==> config.mk <==
export PLATFORM = sky130hd
export DESIGN_NAME = cache_refill_arbiter
export DESIGN_NICKNAME = d
export VERILOG_FILES = /design/src/rtl/cache_pkg.sv /design/src/rtl/rr_arb2.sv /design/src/rtl/cache_refill_arbiter.sv
export SDC_FILE = /design/constraint.sdc
export NUM_CORES = 1
export LEC_CHECK = 0
export CAP_MARGIN = 25
export CORE_UTILIZATION = 29
export DETAILED_ROUTE_END_ITERATION = 16
export PLACE_DENSITY = 0.85
export SLEW_MARGIN = 20
export SYNTH_ARGS = -nofsm -noshare
export SYNTH_HDL_FRONTEND = slang
export SYNTH_SLANG_ARGS = --single-unit
==> constraint.sdc <==
create_clock -name clk -period 1.6 [get_ports clk]
set_input_delay 0.24 -clock clk [delete_from_list [all_inputs] [get_ports clk]]
set_output_delay 0.24 -clock clk [all_outputs]
set_load 0.1 [all_outputs]
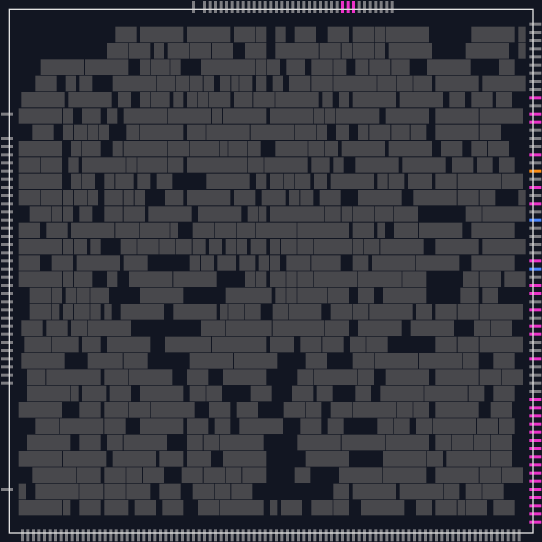
Figure 1: pin placement.
(6 px per µm) Pins as bars across the die edge, other pins in grey.
| port | colour | pins | direction | edge |
|---|---|---|---|---|
| rsp_valid | blue | 2 | output | east |
| mem_rdata_valid | orange | 1 | input | east |
| wb_data | magenta | 32 | input | 29 east, 3 north |
Port Buffer Count: 199
Die Ht: 87.0 µm

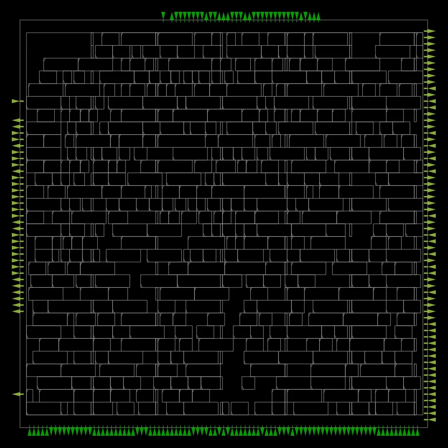
Figure 2: cell placement.
n_taps: 96
share of the core filled with cells: 82.1%
Layout Cells excl Fill: 581
sequential share of cell area: 10.0%

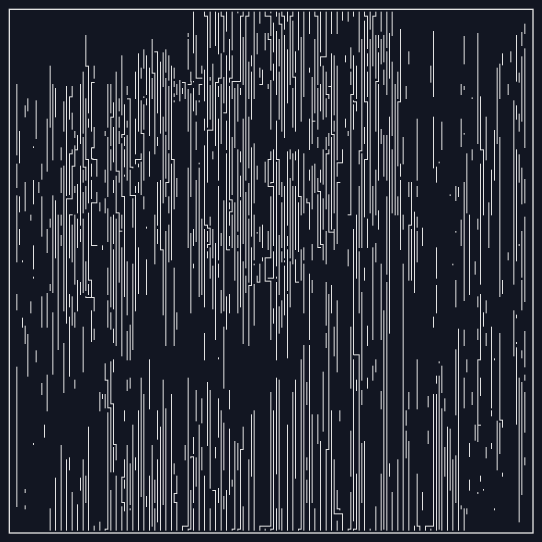
Figure 3: the metal 2 layer.
(6 px per µm)
longest straight run: 44.4 µm
main direction: vertical
wire length on this layer: 5650 µm
share of all routed wire: 54%
via count: 2983
final WL: 10.4 mm
met2 Use GR: 53.1%

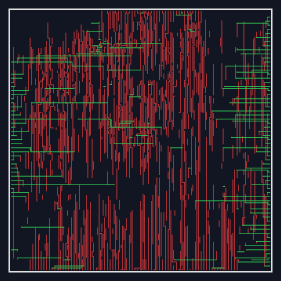
Figure 4: signal wires by layer.
(3 px per µm) Two of the layers only.
| layer | colour | wire length |
|---|---|---|
| metal 2 | red | 5650 µm |
| metal 3 | green | 937 µm |
Tot GR Track Use: 26.9%
drt wl/cell: 18.0 µm

==> results.toml <==
# yosys + openroad results
[power]
pg_comb_uw = 2070
cellLeakagePower_uw = 0.00232
p_clk_share_pct = 13.8
clk-power_uw = 461
p_comb_share_pct = 61.8

[sta]
setup_slack_ns = -0.100
min_period_ns = 1.70
finalMaxSlewViolations = 0
finalSetupViolCount = 57

[logic_synthesis]
synthFlopType = "dfxtp_1"
yosys_warnings = 0
xor_share_pct = 0
synthArstFlopShare_pct = 0
area_leaders = "dfxtp_1 27%, and2_1 16%, and3_1 11%, o21ai_0 8.6%, a31oi_1 5.4%"

[place]
placed_cells = 568
pre_cts_slack_ns = -0.495

[run_status]
outcome = "finished, violations left"
violations = "negative setup slack"

[final_layout]
clk_share_pct = 0.971
syn_to_final_growth_pct = 170
n_clock_buffer = 4

[global_route]
gr-total-overflow = 0

[drt]
first_iter_violations = 138
via_per_inst = 5.13

[run]
warning_count = 46

[floorplan]
pin_count = 222

[critical_path]
arrival_ns = 1.46
required_ns = 1.36
stage by stage:
| stage | instance area (µm²) | power, µW |
|---|---|---|
| global placement | 5320 | 2740 |
| global route | 5670 | 3480 |
| floorplan | 2290 | 1950 |
| CTS | 5550 | 3310 |
| finish | 5670 | 3350 |
| detailed placement | 5320 | 2780 |
routing by layer:
layer  vias to the layer above  track usage [%]  share of wire [%]
li1                       1385                -                  -
met1                      1401             28.1                 34
met2                       169             53.1                 54
met3                        28             6.73                9.0
met4                         0             6.36                2.5
met5                         -                0                  0
cells in the final DEF, fill, tap and decap left out, types with 15 or more instances in the layout:
cell type          n
clkdlybuf4s50_1  106
buf_12            97
o21ai_0           35
and2_2            34
dfxtp_1           24
and2_4            21
nand3_1           21
and3_2            18
a31oi_1           18
buf_4             16
and3_4            15
Power figures rest on the tool's default switching activity, not on a simulated workload.
